$ cat config.mk
export PLATFORM = sky130hd
export DESIGN_NAME = pattern_scan_arbiter
export DESIGN_NICKNAME = d
export VERILOG_FILES = /design/src/rtl/pattern_scan_arbiter_pkg.sv /design/src/rtl/pattern_scan_arbiter_window_match.sv /design/src/rtl/pattern_scan_arbiter.sv
export SDC_FILE = /design/constraint.sdc
export NUM_CORES = 1
export LEC_CHECK = 0
export ABC_AREA = 1
export CAP_MARGIN = 15
export CELL_PAD_IN_SITES_DETAIL_PLACEMENT = 1
export CELL_PAD_IN_SITES_GLOBAL_PLACEMENT = 1
export CORE_MARGIN = 4
export CORE_UTILIZATION = 35
export CTS_CLUSTER_SIZE = 40
export DETAILED_ROUTE_END_ITERATION = 6
export PLACE_DENSITY = 0.78
export SYNTH_ARGS = -nofsm -noshare
export SYNTH_HDL_FRONTEND = slang
export SYNTH_SLANG_ARGS = --single-unit
$ cat constraint.sdc
create_clock -name CLOCK -period 1.4 [get_ports CLOCK]
set_input_delay 0.35 -clock CLOCK [delete_from_list [all_inputs] [get_ports CLOCK]]
set_output_delay 0.35 -clock CLOCK [all_outputs]
set_load 0.02 [all_outputs]
$ cat src/rtl/pattern_scan_arbiter_pkg.sv
// Shared definitions for the pattern scan arbiter.
// This file holds the scan FSM state encodings, the pattern, data and count
// widths, and the saturating match-count helper. The top module and the
// window sub-module both use it.
package pattern_scan_arbiter_pkg;

    localparam int PAT_W  = 4;
    localparam int DATA_W = 8;
    localparam int CNT_W  = 3;

    // The match count stops at this value.
    localparam logic [CNT_W-1:0] MATCH_MAX = 3'd5;

    typedef enum logic [1:0] {
        ST_IDLE   = 2'd0,
        ST_GRANT  = 2'd1,
        ST_SHIFT  = 2'd2,
        ST_REPORT = 2'd3
    } scanState_t;

    // Adds one to the match count when inc is set, and never goes past MATCH_MAX.
    function automatic logic [CNT_W-1:0] satInc(input logic [CNT_W-1:0] cnt,
                                                 input logic             inc);
        if (inc && (cnt != MATCH_MAX)) begin
            return cnt + 1'b1;
        end
        return cnt;
    endfunction

endpackage

$ cat src/rtl/pattern_scan_arbiter_window_match.sv
// pattern_window_match: the 4-bit history window and its pattern comparator.
// Ports:
//   clock   - system clock
//   reset   - asynchronous, active-high reset
//   clear   - synchronous clear of the window and the fill count
//   shiftEn - shift bitIn into the window on this cycle
//   bitIn   - the next serial data bit (the window takes it at its LSB end)
//   pattern - the latched pattern to compare against
//   hit     - on a shift cycle, the window after this shift equals pattern
//   valid   - on a shift cycle, the window after this shift holds PAT_W real bits
// The compare works on the value the window will have after the shift. This
// lets the parent count a match on the same edge that shifts the bit in.
module pattern_window_match
    import pattern_scan_arbiter_pkg::*;
(
    input  logic             clock,
    input  logic             reset,
    input  logic             clear,
    input  logic             shiftEn,
    input  logic             bitIn,
    input  logic [PAT_W-1:0] pattern,
    output logic             hit,
    output logic             valid
);

    logic [PAT_W-1:0] window;
    logic [PAT_W-1:0] windowNext;
    logic [2:0]       fill;

    assign windowNext = {window[PAT_W-2:0], bitIn};

    // Window and fill count. The fill count stops at PAT_W. After that point
    // every later window is a full and valid match candidate, so overlapping
    // matches are counted.
    always_ff @(posedge clock or posedge reset) begin
        if (reset) begin
            window <= '0;
            fill   <= '0;
        end else if (clear) begin
            window <= '0;
            fill   <= '0;
        end else if (shiftEn) begin
            window <= windowNext;
            if (fill != 3'(PAT_W)) begin
                fill <= fill + 3'd1;
            end
        end
    end

    assign hit   = shiftEn && (windowNext == pattern);
    assign valid = shiftEn && (fill >= 3'(PAT_W - 1));

endmodule

$ cat src/rtl/pattern_scan_arbiter.sv
// pattern_scan_arbiter: a two-requester, round-robin arbiter for a serial
// pattern scanner.
// Ports:
//   CLOCK      - system clock; all state changes on the rising edge
//   Rst        - asynchronous, active-high reset
//   req        - scan request level for each requester
//   data0/1    - byte to scan for requester 0 / 1
//   cfgPattern - 4-bit pattern; bit 3 is the first bit in time
//   grant      - one-hot, single-cycle acknowledge
//   busy       - high from the grant cycle through the done cycle
//   done       - single-cycle pulse when the result is valid
//   matchCount - number of overlapping matches in the byte (held until the next done)
//   resultId   - requester index of the result (held until the next done)
//   matchLed   - high for one tick period after a bit that completes a match
// The block shifts one bit MSB first on each divider tick. The winner is
// chosen on the edge that enters GRANT. The byte and the pattern are captured
// at the end of the grant cycle.
module pattern_scan_arbiter
    import pattern_scan_arbiter_pkg::*;
#(
    parameter int DIV = 4
) (
    input  logic              CLOCK,
    input  logic              Rst,
    input  logic [1:0]        req,
    input  logic [DATA_W-1:0] data0,
    input  logic [DATA_W-1:0] data1,
    input  logic [PAT_W-1:0]  cfgPattern,
    output logic [1:0]        grant,
    output logic              busy,
    output logic              done,
    output logic [CNT_W-1:0]  matchCount,
    output logic              resultId,
    output logic              matchLed
);

    localparam int DIV_W = $clog2(DIV);
    localparam logic [DIV_W-1:0] DIV_LAST = DIV_W'(DIV - 1);

    scanState_t        state;
    scanState_t        nextState;
    logic [DIV_W-1:0]  divCnt;
    logic              tick;
    logic              winnerId;
    logic              grantId;
    logic              rrLast;
    logic [DATA_W-1:0] dataSh;
    logic [PAT_W-1:0]  patLatch;
    logic              idLatch;
    logic [2:0]        bitCnt;
    logic [CNT_W-1:0]  matchCnt;
    logic              shiftEn;
    logic              winHit;
    logic              winValid;
    logic              countHit;
    logic              lastBit;

    // Free-running bit-rate divider. It gives a one-cycle tick every DIV
    // cycles. It runs all the time, so the first shift of a scan can come at
    // any point from 1 to DIV cycles after the grant cycle.
    always_ff @(posedge CLOCK or posedge Rst) begin
        if (Rst) begin
            divCnt <= '0;
        end else if (divCnt == DIV_LAST) begin
            divCnt <= '0;
        end else begin
            divCnt <= divCnt + 1'b1;
        end
    end

    assign tick = (divCnt == DIV_LAST);

    // Round-robin choice. A single requester always wins. When both request,
    // the requester that was not served last wins. rrLast resets to 1, so
    // requester 0 has priority after reset.
    always_comb begin
        winnerId = 1'b0;
        case (req)
            2'b01:   winnerId = 1'b0;
            2'b10:   winnerId = 1'b1;
            2'b11:   winnerId = ~rrLast;
            default: winnerId = 1'b0;
        endcase
    end

    // FSM state register.
    always_ff @(posedge CLOCK or posedge Rst) begin
        if (Rst) begin
            state <= ST_IDLE;
        end else begin
            state <= nextState;
        end
    end

    assign lastBit = (bitCnt == 3'd7);

    // FSM next-state logic.
    always_comb begin
        nextState = ST_IDLE;
        case (state)
            ST_IDLE:   nextState = (req != 2'b00) ? ST_GRANT : ST_IDLE;
            ST_GRANT:  nextState = ST_SHIFT;
            ST_SHIFT:  nextState = (tick && lastBit) ? ST_REPORT : ST_SHIFT;
            ST_REPORT: nextState = ST_IDLE;
            default:   nextState = ST_IDLE;
        endcase
    end

    // FSM outputs. grant comes only from registered state, so it does not
    // change if a requester drops req while its grant is shown.
    always_comb begin
        grant = 2'b00;
        busy  = (state != ST_IDLE);
        done  = (state == ST_REPORT);
        if (state == ST_GRANT) begin
            grant = grantId ? 2'b10 : 2'b01;
        end
    end

    assign shiftEn  = (state == ST_SHIFT) && tick;
    assign countHit = winHit && winValid;

    // Scan datapath. The winner id is captured on entry to GRANT. The byte
    // and the pattern are captured as GRANT ends. During SHIFT, each tick
    // moves one bit out. The final count and id go to the held outputs on
    // the 8th tick, so they are already valid in the done cycle.
    always_ff @(posedge CLOCK or posedge Rst) begin
        if (Rst) begin
            grantId    <= 1'b0;
            rrLast     <= 1'b1;
            dataSh     <= '0;
            patLatch   <= '0;
            idLatch    <= 1'b0;
            bitCnt     <= '0;
            matchCnt   <= '0;
            matchCount <= '0;
            resultId   <= 1'b0;
            matchLed   <= 1'b0;
        end else begin
            case (state)
                ST_IDLE: begin
                    if (req != 2'b00) begin
                        grantId <= winnerId;
                    end
                end
                ST_GRANT: begin
                    dataSh   <= grantId ? data1 : data0;
                    patLatch <= cfgPattern;
                    idLatch  <= grantId;
                    bitCnt   <= '0;
                    matchCnt <= '0;
                end
                ST_SHIFT: begin
                    if (tick) begin
                        dataSh   <= {dataSh[DATA_W-2:0], 1'b0};
                        bitCnt   <= bitCnt + 1'b1;
                        matchCnt <= satInc(matchCnt, countHit);
                        matchLed <= countHit;
                        if (lastBit) begin
                            matchCount <= satInc(matchCnt, countHit);
                            resultId   <= idLatch;
                        end
                    end
                end
                ST_REPORT: begin
                    rrLast   <= idLatch;
                    matchLed <= 1'b0;
                end
                default: begin
                    matchLed <= 1'b0;
                end
            endcase
        end
    end

    pattern_window_match uWindow (
        .clock   (CLOCK),
        .reset   (Rst),
        .clear   (state == ST_GRANT),
        .shiftEn (shiftEn),
        .bitIn   (dataSh[DATA_W-1]),
        .pattern (patLatch),
        .hit     (winHit),
        .valid   (winValid)
    );

endmodule

run_1/pins.png
Scale: 3 px per µm. Pins as bars across the die edge, other pins in gray.
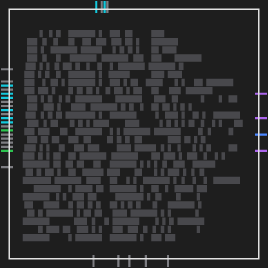
legend:
  grant:
    color: green
    pins: 2
    direction: output
    edge: west
  data1:
    color: cyan
    pins: 8
    direction: input
    edge: 6 west, 2 north
  matchCount:
    color: purple
    pins: 3
    direction: output
    edge: east
  resultId:
    color: blue
    pins: 1
    direction: output
    edge: east

run_1/cell_classes.png
Scale: 4 px per µm. Fill, decap, tap and diode cells in gray.
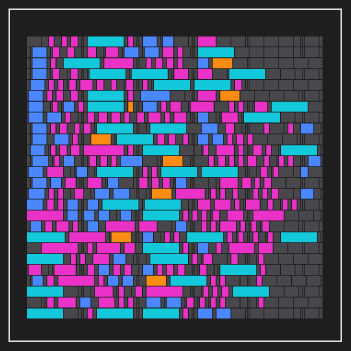
legend:
  flops:
    color: cyan
    cells: 36
  all other logic:
    color: magenta
    cells: 197
  clock drivers and dummy loads:
    color: orange
    cells: 8
  other buffers and delay cells:
    color: blue
    cells: 63

run_1/clock_map.png
Scale: 6 px per µm.
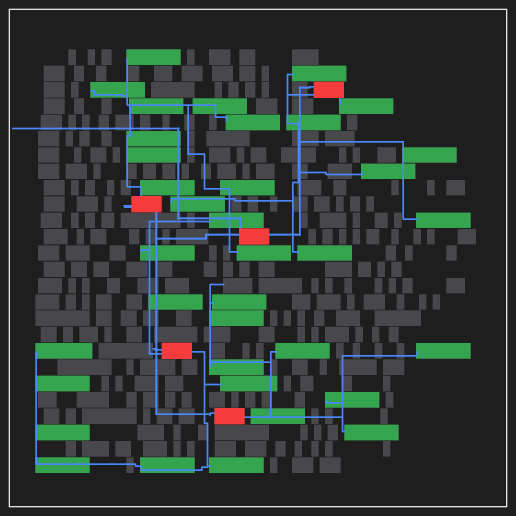
legend:
  cells driving clock nets:
    color: red
    count: 5
  clock wires:
    color: blue
    length: 560 µm
  flip-flops:
    color: green
    count: 36
routed clock nets: 6
Clock Power: 849 µW
clock skew: 5.901 ps
clk_lat worst skew: 300 ps
Clock Power Share: 15.1%

==> results.cfg, run 1 <==
; generated from flow reports
[finish]
seq_area_um2 = 903.4
final_area_um2 = 2933
nNonClkBuffers = 63
finish.utilization_pct = 56.00
area_growth_pct = 50.35
nFillCells = 590
drive_gt1_share_pct = 30.59
multi_input_comb_cells = 164

[worst_setup_path]
worst-path-buf-inv = 4
path_max_fanout = 8
reg2reg_to = bitCnt[2]
endpoint_kind = flip-flop

[synth]
synth_cells = 235
synth.most_common_cell = nand2_1
mux_area_share_pct = 0
yosysTopAreaCell = dfrtp_1
ys_sh_aoi_pct = 10.65
synthTopLogicFamily = simple AND/OR/NAND/NOR gates
synth.cells.most_frequent = nand2_1 (66), dfrtp_1 (35), inv_1 (27), o21ai_0 (27), nand3_1 (21)

[clock_network]
cts_tree = built
cts_sinks = 36
cts-root-buf = clkbuf_8

[routing]
drc = 0

[floorplan]
die_w_um = 82.66
dieArea_um2 = 6832
die_y_um = 82.66

[global_routing]
grt_use_met1_pct = 22.22
grt_pass1_vias = 1971

[status]
run_status = complete, but fails checks
failed_checks = negative setup slack

[timing]
slew_headroom_pct = 75.52
finalSetupViolations = 28
hold_violations = 0
setup_ws_ps = -225.7

[pwr]
power_density_nw_per_um2 = 1920

[place]
dp.cells = 355
preCtsSetupSlack_ps = -432.7
run 1: flip-flops by register name, indices dropped and copies added, names as in the netlist:
name / cells
bitCnt: 3
idLatch: 1
matchCount: 3
resultId: 1
uWindow.fill: 3
patLatch: 4
state: 2
dataSh: 8
uWindow.window: 3
matchCnt: 3
rrLast: 1
grantId: 1
matchLed: 1
divCnt: 2
run 1: where the power goes:
part           switching, µW  internal, µW
Sequential               295          1410
Combinational           1800          1270
Clock                    399           450
Total                   2490          3140
run 1: layout by cell type (no fill, tap or decap), types with 5 or more instances in the layout:
master,instances
ha_4,5
ha_1,6
buf_6,5
o21ai_1,7
nand3_1,20
buf_4,28
clkbuf_8,7
o21ai_0,18
clkdlybuf4s50_1,23
inv_1,22
inv_2,5
dfrtp_1,34
nand2_1,58
nand2_2,6
nor2_1,11
run_1/final_clocks.png
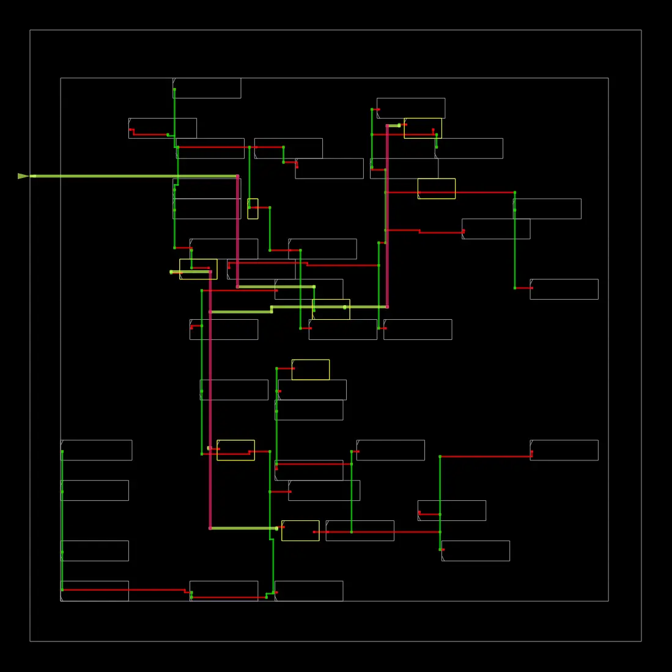

==> inputs of run 2 (changes only) <==
- CELL_PAD_IN_SITES_DETAIL_PLACEMENT: 1 -> unset
- CELL_PAD_IN_SITES_GLOBAL_PLACEMENT: 1 -> unset
- CORE_UTILIZATION: 35 -> 47
run_2/final_clocks.png
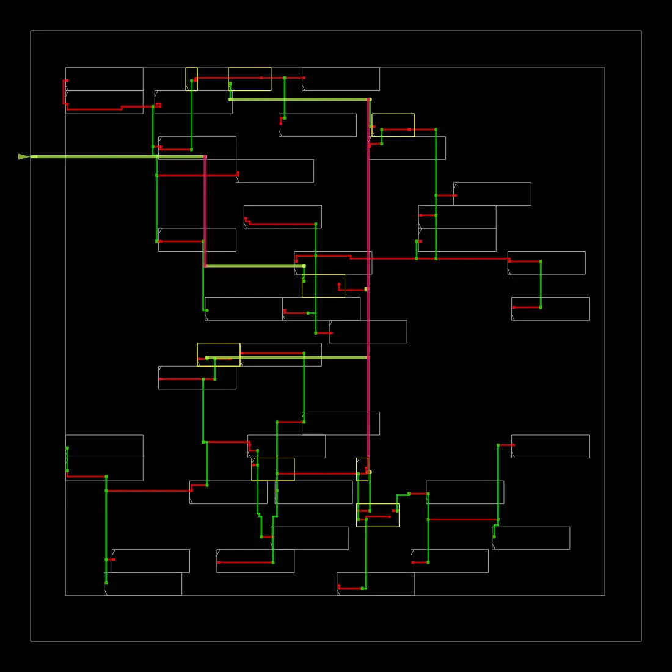
clock buf count: 8
Flop Count: 36
Clock Power: 786 µW
CTS buffer count: 5
CTS Sinks: 36

run_2/met2.png
Scale: 4 px per µm.
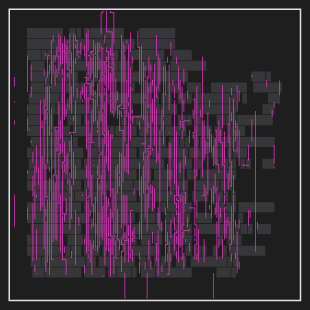
wire length on this layer: 2840 µm
longest straight run: 37.4 µm
nets with wire on the layer: 281
share of all routed wire: 49%
main direction: vertical

run_2/cell_classes.png
Scale: 4 px per µm. Fill, decap, tap and diode cells in gray.
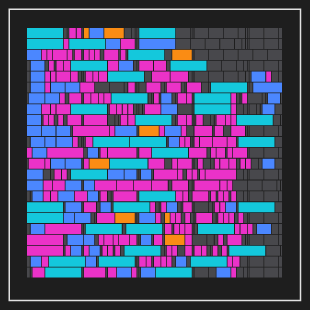
legend:
  other buffers and delay cells:
    color: blue
    cells: 64
  clock drivers and dummy loads:
    color: orange
    cells: 8
  flops:
    color: cyan
    cells: 36
  all other logic:
    color: magenta
    cells: 196

==> run 2 against run 1 <==
The flow still finishes with violations (negative setup slack). Setup slack better by 12 ps. Sequential power hardly changed. Final cell count shrank 5.3%. Critical path depth decreased by 2. Clock-buffer cell count is the same. Final area rose by 1.5%. Via count up 1.9%. Die area decreased by 23%. Core utilization is 18 points higher. Sequential share of layout area down 0.51 points. Fmax is 0.71% higher. Global-route usage up 0.51 points. Critical endpoint is now busy.
==> results.cfg, run 2 <==
; generated from flow reports
[pwr]
clock_power_share_pct = 13.7
pwr-share-seq_pct = 29.6
comb_power_uw = 3250
p_int_uw = 3263
pwr-share-comb_pct = 56.7
power_density_nw_per_um2 = 1927
p_switching_uw = 2475
powerSeq_uw = 1700

[floorplan]
die_w_um = 72.42
die_y_um = 72.42

[status]
failed_checks = negative setup slack
run_status = complete, but fails checks

[timing]
setup_ws_ps = -214.2
hold_violations = 0
finalSetupViolations = 28

[place]
preCtsSetupSlack_ps = -412.2

[finish]
finish.utilization_pct = 74.44
seq_area_um2 = 902.1
largest_reg_flops = 8
drive_gt1_share_pct = 34.54
layout_top_cells = nand2_1 (59), dfrtp_1 (35), clkdlybuf4s50_1 (23)
final_area_um2 = 2978

[routing]
drc = 0

[clock_network]
cts_tree = built
clock_latency_ps = 290

[synth]
yosysTopAreaCell = dfrtp_1
mux_area_share_pct = 0
synth.cells.most_frequent = nand2_1 (66), dfrtp_1 (35), inv_1 (27), o21ai_0 (27), nand3_1 (21)
synth.most_common_cell = nand2_1
synth_cells = 235

[global_routing]
grt_pass1_vias = 1769

[worst_setup_path]
reg2reg_to = dataSh[0]
path_max_fanout = 2
-- run 2: cell counts after synthesis --
Identical to the previous run, type by type.
-- run 2: how the worst max path moves through the flow --
stage / slack, ps / to / cells after the start / startpoint
after floorplan: -20 / grant[0] / 4 / state[1]
final: -210 / busy / 6 / state[0]
after global placement: -370 / grant[0] / 5 / state[1]
after detailed placement: -410 / grant[0] / 5 / state[1]
after global routing: -260 / busy / 6 / state[0]
after CTS: -200 / grant[1] / 5 / state[0]
-- run 2: area by class of cell --
class	instances	area share [%]
repair inverters	1	0.2101
inverters	31	5.210
well taps	50	2.101
repair buffers	64	21.34
flip-flops and latches	36	30.29
multi-input cells	164	37.82
clock buffers	8	3.025
-- run 2: critical path: cells and delay by family, from the launching register on --
kind       cells  cell delay [ps]
buf+inv        5              430
fa+ha+maj      1              130
flops          1              410
Power and IR drop assume default switching activity.
